File: src/rtl/pc_seq_pkg.sv
// Shared types and helpers for the fetch-PC sequencer.
// Holds the FSM state encoding and the redirect-target legality rule.
package pc_seq_pkg;

   typedef enum logic [1:0] {
      ST_RUN    = 2'd0,
      ST_BUBBLE = 2'd1,
      ST_TRAP   = 2'd2
   } state_t;

   localparam int DEFAULT_RESET_PC = 0;
   localparam int MAX_FLUSH_CYCLES = 7;

   // A target is illegal if it is not word aligned or does not fit in pc_w bits.
   function automatic logic is_illegal_tgt(input logic [31:0] tgt, input int pc_w);
      logic bad;
      bad = (tgt[1:0] != 2'b00);
      for (int i = 0; i < 32; i++) begin
         if ((i >= pc_w) && tgt[i]) bad = 1'b1;
      end
      return bad;
   endfunction

endpackage

File: src/rtl/pc_target_sel.sv
// Redirect target mux: JALR wins over a taken branch; JALR bit 0 is cleared.
// Also flags targets that are misaligned or outside the fetch address range.
module pc_target_sel
   import pc_seq_pkg::*;
#(
   parameter int PC_W = 9
) (
   input  logic            jalr_sel_i,
   input  logic [31:0]     br_pc_i,
   input  logic [31:0]     jalr_target_i,
   output logic [PC_W-1:0] tgt_o,
   output logic            illegal_o
);

   logic [31:0] full_tgt;

   always_comb begin
      full_tgt = br_pc_i;
      if (jalr_sel_i) full_tgt = jalr_target_i & ~32'd1;
   end

   assign tgt_o     = full_tgt[PC_W-1:0];
   assign illegal_o = is_illegal_tgt(full_tgt, PC_W);

endmodule

File: src/rtl/pc_sequencer.sv
// Fetch PC owner: free-runs PC+4, takes EX redirects, inserts refill bubbles
// after each accepted redirect and traps permanently on an illegal target.
//
// state     | meaning
// ST_RUN    | fetching; PC advances, holds on Stall, or takes a redirect
// ST_BUBBLE | instruction memory refilling after a redirect; fetch slot invalid
// ST_TRAP   | illegal redirect target seen; frozen until reset
module pc_sequencer
   import pc_seq_pkg::*;
#(
   parameter int              PC_W         = 9,
   parameter logic [PC_W-1:0] RESET_PC     = PC_W'(DEFAULT_RESET_PC),
   parameter int              FLUSH_CYCLES = 2,
   parameter int              CNT_W        = 16
) (
   input  logic             clk,
   input  logic             reset,
   input  logic             Stall,
   input  logic             PcSel,
   input  logic [31:0]      BrPC,
   input  logic             JalrSel,
   input  logic [31:0]      JalrTarget,
   output logic [PC_W-1:0]  Cur_PC,
   output logic             PC_Valid,
   output logic             Flush,
   output logic             Misalign,
   output logic [CNT_W-1:0] RedirectCnt
);

   localparam logic [2:0] BUB_INIT = (FLUSH_CYCLES > 0) ? 3'(FLUSH_CYCLES - 1) : 3'd0;

   state_t           state_q;
   logic [PC_W-1:0]  pc_q;
   logic [2:0]       bub_q;
   logic             misalign_q;
   logic [CNT_W-1:0] redir_cnt_q;

   logic [PC_W-1:0]  tgt;
   logic             tgt_illegal;
   logic             redir;
   logic             in_run;

   pc_target_sel #(
      .PC_W (PC_W)
   ) u_target_sel (
      .jalr_sel_i    (JalrSel),
      .br_pc_i       (BrPC),
      .jalr_target_i (JalrTarget),
      .tgt_o         (tgt),
      .illegal_o     (tgt_illegal)
   );

   assign redir  = JalrSel | PcSel;
   assign in_run = (state_q == ST_RUN) & ~reset;

   always_ff @(posedge clk) begin
      if (reset) begin
         state_q     <= ST_RUN;
         pc_q        <= RESET_PC;
         bub_q       <= 3'd0;
         misalign_q  <= 1'b0;
         redir_cnt_q <= '0;
      end else begin
         case (state_q)
            ST_RUN: begin
               // A redirect overrides Stall: the stalled slot is being squashed anyway.
               if (redir) begin
                  if (tgt_illegal) begin
                     state_q    <= ST_TRAP;
                     misalign_q <= 1'b1;
                  end else begin
                     pc_q <= tgt;
                     if (redir_cnt_q != '1) redir_cnt_q <= redir_cnt_q + 1'b1;
                     if (FLUSH_CYCLES > 0) begin
                        state_q <= ST_BUBBLE;
                        bub_q   <= BUB_INIT;
                     end
                  end
               end else if (!Stall) begin
                  pc_q <= pc_q + PC_W'(4);
               end
            end
            ST_BUBBLE: begin
               if (bub_q == 3'd0) state_q <= ST_RUN;
               else               bub_q   <= bub_q - 3'd1;
            end
            ST_TRAP: ;
            default: state_q <= ST_RUN;
         endcase
      end
   end

   assign Cur_PC      = pc_q;
   assign PC_Valid    = in_run;
   assign Flush       = in_run & redir;
   assign Misalign    = misalign_q;
   assign RedirectCnt = redir_cnt_q;

endmodule

File: config.mk
export PLATFORM = sky130hd
export DESIGN_NAME = pc_sequencer
export DESIGN_NICKNAME = d
export VERILOG_FILES = /design/src/rtl/pc_seq_pkg.sv /design/src/rtl/pc_target_sel.sv /design/src/rtl/pc_sequencer.sv
export SDC_FILE = /design/constraint.sdc
export NUM_CORES = 1
export LEC_CHECK = 0
export ABC_AREA = 1
export CAP_MARGIN = 20
export CORE_MARGIN = 2
export CORE_UTILIZATION = 41
export DETAILED_ROUTE_END_ITERATION = 16
export PLACE_DENSITY = 0.8
export SLEW_MARGIN = 20
export SYNTH_ARGS = -nofsm -noshare
export SYNTH_HDL_FRONTEND = slang
export SYNTH_SLANG_ARGS = --single-unit
File: constraint.sdc
create_clock -name clk -period 2.3 [get_ports clk]
set_clock_uncertainty 0.15 [all_clocks]
set_input_delay 0.46 -clock clk [delete_from_list [all_inputs] [get_ports clk]]
set_output_delay 0.46 -clock clk [all_outputs]
set_load 0.01 [all_outputs]
Fig. 1: run 1, congestion heat map
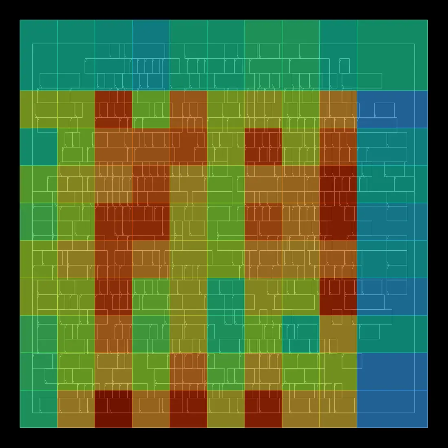
met1 usage: 28.85%
met3 usage: 6.292%
fin util: 67.79%
GRT Overall Usage: 23.37%

Fig. 2: run 1, the metal 2 layer
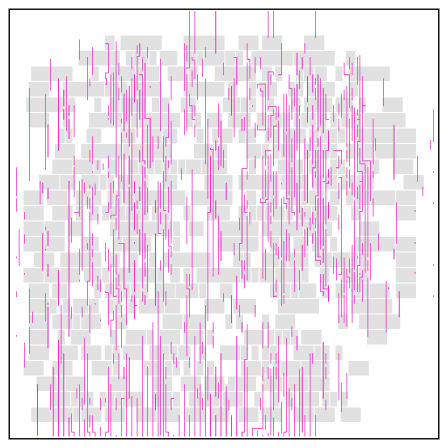
The wires run mostly vertical. 391 nets have wire on it.
met2 Use GR: 40.35%
via count: 2414
final wirelength: 5.920 mm

==> impl_metrics.ini, run 1 <==
; implementation run metrics
[final_layout]
clkCellAreaFrac_pct = 2.507
seq_area_um2 = 620.6
inverters = 34
fin_nets = 513
comb.multi_input.count = 262
layout.cells.most_common = clkdlybuf4s50_1
bufAreaShareNonClock_pct = 31.82
n_all_buffers = 106
comb-cell-share_pct = 40.03
final.clkbuf_count = 7
dominant_cells = logic gates

[grt]
globalRouteOverflowTotal = 0
grt_pass1_wl_mm = 10.26
antenna_found_initial = 0

[pwr]
switching_share_pct = 25.15
power.switching_w = 0.0003045
power.density_nw_per_um2 = 373.2
powerComb_w = 0.000236
seqPwrFrac_pct = 45.9
ir_worst_vdd_mv = 0.3141

[logic_synthesis]
synth.cell_area_um2 = 2073
common_cells = nor2_1, nand2_1, inv_1
top_cell_area_share_pct = 29.93
yosysTopAreaCell = dfxtp_1
ys_ff = 31
ys_sh_simple_pct = 45.02
ys_sh_aoi_pct = 9.777
mux_area_share_pct = 0
ys_seq_share_pct = 29.93

[timing]
finalSetupViolations = 0
max_freq_mhz = 450.3
tightest_slew_ps = 439.0
hold_viol_final = 0
rsz0062_at_grt = true

[critical_path]
cp_slowest_cell = clkdlybuf4s50_1
cp_top_family = buffers and inverters
crit_path_frequent_cell = clkdlybuf4s50_1
crit_chain = clkdlybuf4s50_1 -> nor2_1 -> clkdlybuf4s50_1
worstSetupEndpoint = PC_Valid
arrival_ps = 1610
crit_path_max_fanout = 3
timing.rr.end = RedirectCnt[2]
cp_num_buf_inv = 2
path_class = in -> out

[detailed_routing]
antenna_left = 0
viasPerCell = 4.752
top_layer_used = met4
drt_iter0_markers = 139
dr.pass1.iters = 4

[placement]
dp.final_hpwl_mm = 4.592
place_congestion = 0.8805

[die]
coreArea_um2 = 4786
rows = 25
chipArea_um2 = 5642
n_tap_cell = 67

[clocking]
clock_latency_ps = 290
cts_htree_levels = 2
clk_path_buf_depth = 2
clock-root-buffer = clkbuf_8
cts_tree = yes

[outcome]
outcome = finished, final reports clean

[flow_run]
warning_count = 29
Fig. 3: run 1, clock wires, drivers and flops
Scale bar: 20 um.
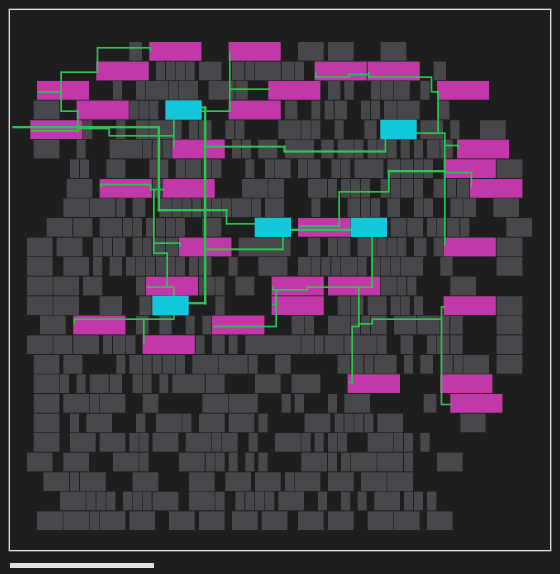
Cyan stands for clock-net drivers, count 5. Green stands for clock wires, length 437 um. Magenta stands for flip-flops, count 31.
There are 6 routed clock nets.

run 1: worst reg2reg max path, cell delays in order, from the launching register on:
cell     delay (ps)
dfxtp_1         350
ha_1            220
nand2_1         100
nor2_2           50
nand2_2          80
nor2_1           70
nor2_4          340
nand4_4         310
nand2_1         150
a21oi_1          70
run 1: through the flow:
step                      area (um^2)  utilization, %  setup slack [ps]  cells
final                            3244           67.79             79.37    508
after CTS                        3228           67.45             40.76    507
after floorplan                  2073               -             479.7    332
after global routing             3244           67.79            -2.179    508
after global placement           3148           65.78            -187.9    499
after detailed placement         3148           65.78            -185.1    499
run 1: state kept, by name, summed over array words and instances, names as in the netlist:
signal	flops
RedirectCnt	16
Cur_PC	9
bub_q	3
state_q	2
Misalign	1
==> run 1 -> run 2 <==
--- a/config.mk
+++ b/config.mk
@@ -6,11 +6,11 @@
 export NUM_CORES = 1
 export LEC_CHECK = 0
 export ABC_AREA = 1
-export CAP_MARGIN = 20
+export CAP_MARGIN = 30
 export CORE_MARGIN = 2
-export CORE_UTILIZATION = 41
+export CORE_UTILIZATION = 45
 export DETAILED_ROUTE_END_ITERATION = 16
-export PLACE_DENSITY = 0.8
+export PLACE_DENSITY = 0.87
 export SLEW_MARGIN = 20
 export SYNTH_ARGS = -nofsm -noshare
 export SYNTH_HDL_FRONTEND = slang
==> constraint.sdc (replaced) <==
create_clock -name clk -period 2.6 [get_ports clk]
set_clock_uncertainty 0.15 [all_clocks]
set_input_delay 0.52 -clock clk [delete_from_list [all_inputs] [get_ports clk]]
set_output_delay 0.52 -clock clk [all_outputs]
set_load 0.01 [all_outputs]
Fig. 4: run 2, congestion heat map
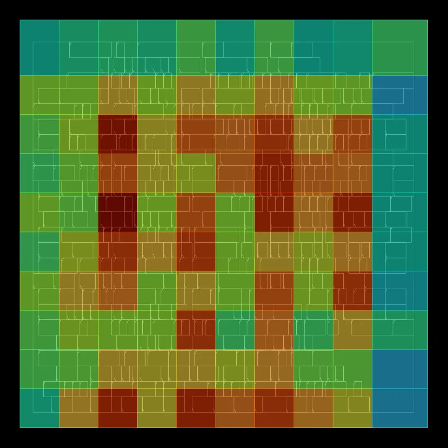
Top Usage Layer GRT: met2
drt wl/cell: 11.95 um

Fig. 5: run 2, the metal 2 layer
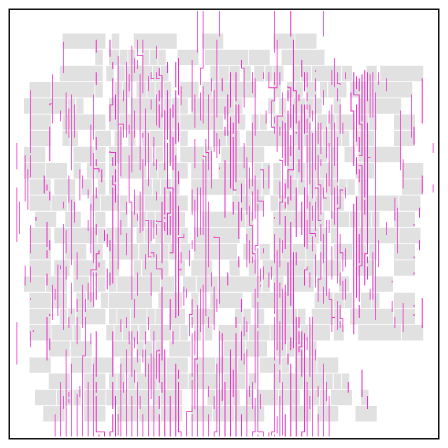
The longest straight run is 38.1 um. The layer carries 2950 um of wire. The layer holds 51% of the routed length. The wires run mostly vertical.

==> run 2 against run 1 <==
Against the previous run: synthesized area did not move; final area fell by 2.6%; register-to-register slack got worse by 110 ps; global-route usage rose by 0.26 points; die size fell by 8.4%; worst hold slack improved by 4.2 ps; setup slack improved by 110 ps; via count fell by 0.41%; clock power fell by 9.5%; critical path depth rose by 6; largest cell class unchanged.
==> impl_metrics.ini, run 2 <==
; implementation run metrics
[timing]
hold_viol_final = 0
setup_slack_ps = 193.0
rsz0062_at_grt = false
hold_ws_ps = 293.4
max_freq_mhz = 415.5
post-route-min-period_ps = 2407
slew_headroom_pct = 50.27
finalSetupViolations = 0
period_used_pct = 92.58
slew_viol_final = 0
tns_ps = 0
tightest_slew_ps = 745.2

[critical_path]
path_class = reg -> reg
startpoint_type = flop
worstSetupEndpoint = RedirectCnt[8]
r2r_cells = 9
arrival_ps = 2440
cp_slowest_cell = nor2_2
path_depth = 9
regToRegSetupSlack_ps = 190
worstReg2RegStart = RedirectCnt[0]
endpoint_kind = flop
crit_path_max_fanout = 16
cp_top_family = simple AND/OR/NAND/NOR gates
worstPathRequired_ps = 2630
cp_num_buf_inv = 0
crit_path_max_incr_delay_ps = 570
critPathLaunch = RedirectCnt[0]
crit_chain = ha_1 -> nand2_1 -> nor2_2 -> nand2_2 -> nor2_1 -> nor2_2 -> nand4_4 -> nand2_1 -> a21oi_1
timing.rr.end = RedirectCnt[8]

[die]
chipArea_um2 = 5166
boundaryPins = 97
coreArea_um2 = 4384
die_h_um = 71.88
n_tap_cell = 52
fp-utilization_pct = 47.29
rows = 24
die_x_um = 71.88

[final_layout]
num_antenna_cells = 0
inverters = 34
nFillCells = 365
sh_seq_area_pct = 19.64
final.clkbuf_count = 5
comb_area_um2 = 1282
ff_count = 31
syn2layout_area_growth_pct = 52.38
lay_top_cells = clkdlybuf4s50_1, nor2_1, nand2_1
n_all_buffers = 99
fin_util_pct = 72.06
fin_nets = 505
final_cells = 485
layout.cells.most_common = clkdlybuf4s50_1
comb.multi_input.count = 261
clkCellAreaFrac_pct = 2.653
largest_register_ffs = 16
seq_area_um2 = 620.6
drive_above_1_share_pct = 5.774
dominant_cells = logic gates
bufAreaShareNonClock_pct = 31.01
comb-cell-share_pct = 40.59
final_area_um2 = 3159

[worst_hold_path]
hp-start = Cur_PC[0]
holdPathEnd = Cur_PC[0]
hold_depth = 2
hp-class = reg -> reg

[logic_synthesis]
ys_async_sr_fraction_pct = 0
synthAdderAreaFrac_pct = 2.414
yosysTopAreaCell = dfxtp_1
synth.cell_area_um2 = 2073
synth_area_per_cell_um2 = 6.245
synthCells = 332
fp_nets = 405
ys_area_um2 = 2073
top_cell = nor2_1
top_cell_area_share_pct = 29.93
common_cells = nor2_1, nand2_1, inv_1
mux_area_share_pct = 0
ys_ff = 31
yosysCellCount = 332
ys_seq_share_pct = 29.93
edf_count = 0
yosys-top-cells-area = dfxtp_1, nor2_1, nand2_1
logic_family = simple AND/OR/NAND/NOR gates
ff_type = dfxtp_1
ys_sh_simple_pct = 45.02
yosys_warnings = 0
ys_sh_aoi_pct = 9.777
synth_cell_types = 30
xor_share_pct = 4.647

[clocking]
clock_sinks = 31
clock_latency_ps = 290
cts_hold_buf = 0
clk_path_buf_depth = 2
cts_buffers = 5
cts_htree_levels = 2
clock-root-buffer = clkbuf_8
clk_pin_slew_ps = 70
cts_tree = yes

[detailed_routing]
wirelength_mm = 5.797
antenna_left = 0
drcViolationCount = 0
drt_iter0_markers = 126
vias = 2404
viasPerCell = 4.957
dr.pass1.iters = 4

[flow_run]
maxCapViolCount = 0
warning_count = 28

[placement]
place_congestion = 0.8843
placed_area_um2 = 3077
io_buffers = 95
post-place-cells = 477
dp.final_hpwl_mm = 4.636
dp_slack_ps = -6.131

[grt]
grt_pass1_wl_mm = 9.867
antenna_found_initial = 0
globalRouteOverflowTotal = 0
grt_pass1_vias = 2408
grt_start_max_net_pins = 23
grtUsageTotal_pct = 23.62

[pwr]
switching_share_pct = 26.17
p_int_w = 0.0007955
seqPwrFrac_pct = 45.6
p_seq_w = 0.000491
power.switching_w = 0.0002820
power_leader = registers
p_clk_w = 0.000379
finalPower_w = 0.001078
p_clk_share_pct = 35.1
powerComb_w = 0.000208
p_leak_nw = 1.265
ir_worst_vdd_mv = 0.2890
combPwrFrac_pct = 19.3
power.density_nw_per_um2 = 341.1

[outcome]
outcome = finished, final reports clean
## run 2: cell types whose count changed in the layout (fill, tap and decap cells not counted)
cell / before / now
buf_4: 11 / 4
clkbuf_1: 2 / 0
clkinv_2: 1 / 3
nor2_2: 1 / 2
nor2_4: 3 / 1
## run 2: timing repair
item,in CTS,in global routing
hold endpoints to repair,0,0
endpoints found under the setup margin,1,0
resized,1,0
setup buffers,0,0
## run 2: tightest hold or removal path: stages, from the launching register on
cell and delay, ps:
dfxtp_1 310, nand2_1 60, nor2_1 40
## run 2: routing by layer
layer | GRT usage, % | vias up | routed length [um]
met4 | 7.128 | 0 | 65
met2 | 44.86 | 64 | 2947
met1 | 25.50 | 1076 | 2451
met3 | 5.907 | 9 | 332
li1 | - | 1255 | -
met5 | 0 | - | 0
==> run 2 -> run 3 <==
--- a/config.mk
+++ b/config.mk
@@ -10,6 +10,7 @@
 export CORE_MARGIN = 2
 export CORE_UTILIZATION = 45
 export DETAILED_ROUTE_END_ITERATION = 16
+export MAX_ROUTING_LAYER = met4
 export PLACE_DENSITY = 0.87
 export SLEW_MARGIN = 20
 export SYNTH_ARGS = -nofsm -noshare
Fig. 6: run 3, the metal 2 layer
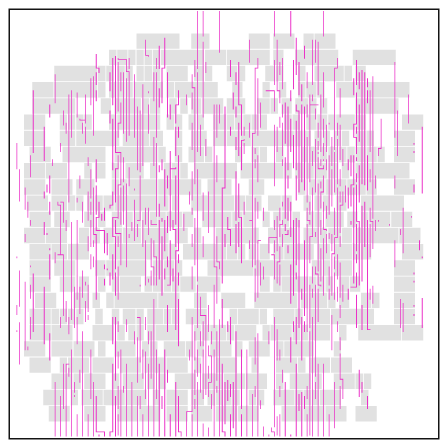
412 nets have wire on it. The wires run mostly vertical. The longest straight run is 27.2 um.
met2 Use GR: 45.78%
final wirelength: 5.887 mm
via count: 2465

Fig. 7: run 3, the metal 3 layer
Scale bar: 20 um.
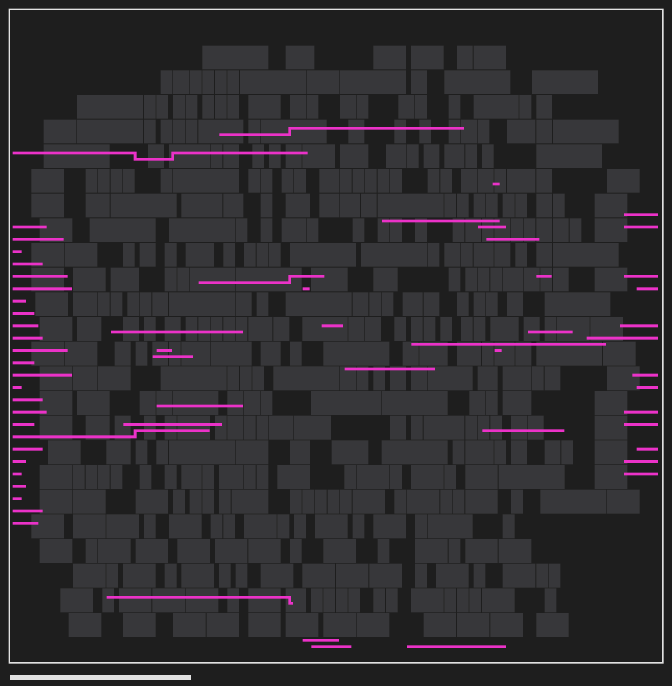
The layer holds 6.1% of the routed length. The layer carries 358 um of wire. The wires run mostly horizontal. 56 nets have wire on it. The longest straight run is 21.2 um.
met3 usage: 6.470%

==> run 3 against run 2 <==
Against the previous run: total power rose by 4.0%; sequential cell count did not move; die size unchanged; final area up 0.75%; via count grew 2.5%; register-to-register slack improved by 20 ps; routed wire length rose by 1.6%; non-clock buffer count up 1; sequential share of layout area decreased by 0.15 points; utilization grew 0.54 points; critical path type unchanged; largest cell class unchanged; largest power group unchanged.
==> impl_metrics.ini, run 3 <==
; implementation run metrics
[outcome]
outcome = finished, final reports clean

[die]
die_h_um = 71.88
fp-utilization_pct = 47.29
coreArea_um2 = 4384
die_x_um = 71.88
boundaryPins = 97
rows = 24
chipArea_um2 = 5166

[clocking]
clock_sinks = 31
cts_buffers = 5
cts_resized = 1
clk_pin_slew_ps = 70
cts_hold_buf = 0
clock_latency_ps = 280
clk_path_buf_depth = 2
cts_htree_levels = 2
cts_tree = yes
post_cts.repair.setup_buffers = 0
clock-root-buffer = clkbuf_8

[logic_synthesis]
top_cell_area_share_pct = 29.93
ys_async_sr_fraction_pct = 0
common_cells = nor2_1, nand2_1, inv_1
mux_area_share_pct = 0
ys_sh_aoi_pct = 9.777
ys_seq_share_pct = 29.93
synth_area_per_cell_um2 = 6.245
xor_share_pct = 4.647
edf_count = 0
yosysCellCount = 332
yosysTopAreaCell = dfxtp_1
ff_type = dfxtp_1
ys_area_um2 = 2073
yosys-top-cells-area = dfxtp_1, nor2_1, nand2_1
synthCells = 332
synth_cell_types = 30
ys_ff = 31
synth.cell_area_um2 = 2073
synthAdderAreaFrac_pct = 2.414
logic_family = simple AND/OR/NAND/NOR gates
ys_sh_simple_pct = 45.02
top_cell = nor2_1
yosys_warnings = 0
fp_nets = 405

[placement]
place_congestion = 0.8868
io_buffers = 95
dp.final_hpwl_mm = 4.679
dp_slack_ps = -19.76

[critical_path]
path_class = reg -> reg
arrival_ps = 2410
r2r_cells = 9
crit_path_max_incr_delay_ps = 530
crit_chain = ha_1 -> nand2_1 -> nor2_2 -> nand2_2 -> nor2_1 -> nor2_2 -> nand4_4 -> nand2_1 -> a21oi_1
regToRegSetupSlack_ps = 220
cp_slowest_cell = nor2_2
timing.rr.end = RedirectCnt[5]
cp_num_buf_inv = 0
worstReg2RegStart = RedirectCnt[0]
crit_path_max_fanout = 16
worstPathRequired_ps = 2620
startpoint_type = flop
worstSetupEndpoint = RedirectCnt[5]
path_depth = 9
endpoint_kind = flop
critPathLaunch = RedirectCnt[0]
cp_top_family = simple AND/OR/NAND/NOR gates

[worst_hold_path]
hp-start = Cur_PC[1]
hold_depth = 2
hp-class = reg -> reg
holdPathEnd = Cur_PC[1]

[pwr]
powerComb_w = 0.000209
power.density_nw_per_um2 = 352.1
seqPwrFrac_pct = 43.8
p_seq_w = 0.000491
p_clk_w = 0.000421
p_leak_nw = 1.274
p_clk_share_pct = 37.5
combPwrFrac_pct = 18.6
power.switching_w = 0.0002654
switching_share_pct = 23.68
power_leader = registers
p_int_w = 0.0008552
finalPower_w = 0.001121
ir_worst_vdd_mv = 0.3037

[flow_run]
warning_count = 28
maxCapViolCount = 0

[timing]
hold_viol_final = 0
post-route-min-period_ps = 2383
tightest_slew_ps = 691.9
period_used_pct = 91.64
rsz0062_at_grt = false
finalSetupViolations = 0
slew_viol_final = 0
slew_headroom_pct = 53.83
tns_ps = 0
max_freq_mhz = 419.7
setup_slack_ps = 217.2

[grt]
antenna_found_initial = 0
grt_start_max_net_pins = 19
globalRouteOverflowTotal = 0
use_met1_pct = 25.80
grt_most_used_layer = met2
grt_pass1_wl_mm = 9.956
grtUsageTotal_pct = 24.62
grt_pass1_vias = 2456

[final_layout]
nFillCells = 378
comb_area_um2 = 1282
syn2layout_area_growth_pct = 53.53
lay_top_cells = clkdlybuf4s50_1, nor2_1, nand2_1
num_antenna_cells = 0
drive_above_1_share_pct = 5.760
layout.cells.most_common = clkdlybuf4s50_1
fin_nets = 506
seq_area_um2 = 620.6
largest_register_ffs = 16

[detailed_routing]
wl_per_cell_um = 12.11
antenna_left = 0
drcViolationCount = 0
wl_met2_mm = 3.068
drt-met1-wl_mm = 2.405
wl_met3_um = 358
dr.pass1.iters = 4
top_layer_used = met4
drt_iter0_markers = 107
viasPerCell = 5.072
[run 3: cell counts after synthesis]
No cell type changed its count.
[run 3: stage by stage]
step / cells / util [%] / cell area (um^2) / hold WS (ps)
finish: 486 / 72.60 / 3183 / 297.0
global route: 486 / 72.60 / 3183 / 316.0
CTS: 486 / 72.60 / 3183 / 299.2
detailed placement: 478 / 70.35 / 3084 / 283.6
global placement: 478 / 70.35 / 3084 / 282.5
floorplan: 332 / - / 2073 / 305.0
[run 3: final cells by class]
| class | count | share of cell area [%] |
|---|---|---|
| Multi-Input combinational cell | 261 | 40.29 |
| Timing Repair Buffer | 100 | 31.01 |
| Sequential cell | 31 | 19.50 |
| Inverter | 34 | 4.009 |
| Clock buffer | 8 | 3.145 |
| Tap cell | 52 | 2.044 |
No activity file was given, so power comes from the tool's default toggle rates.
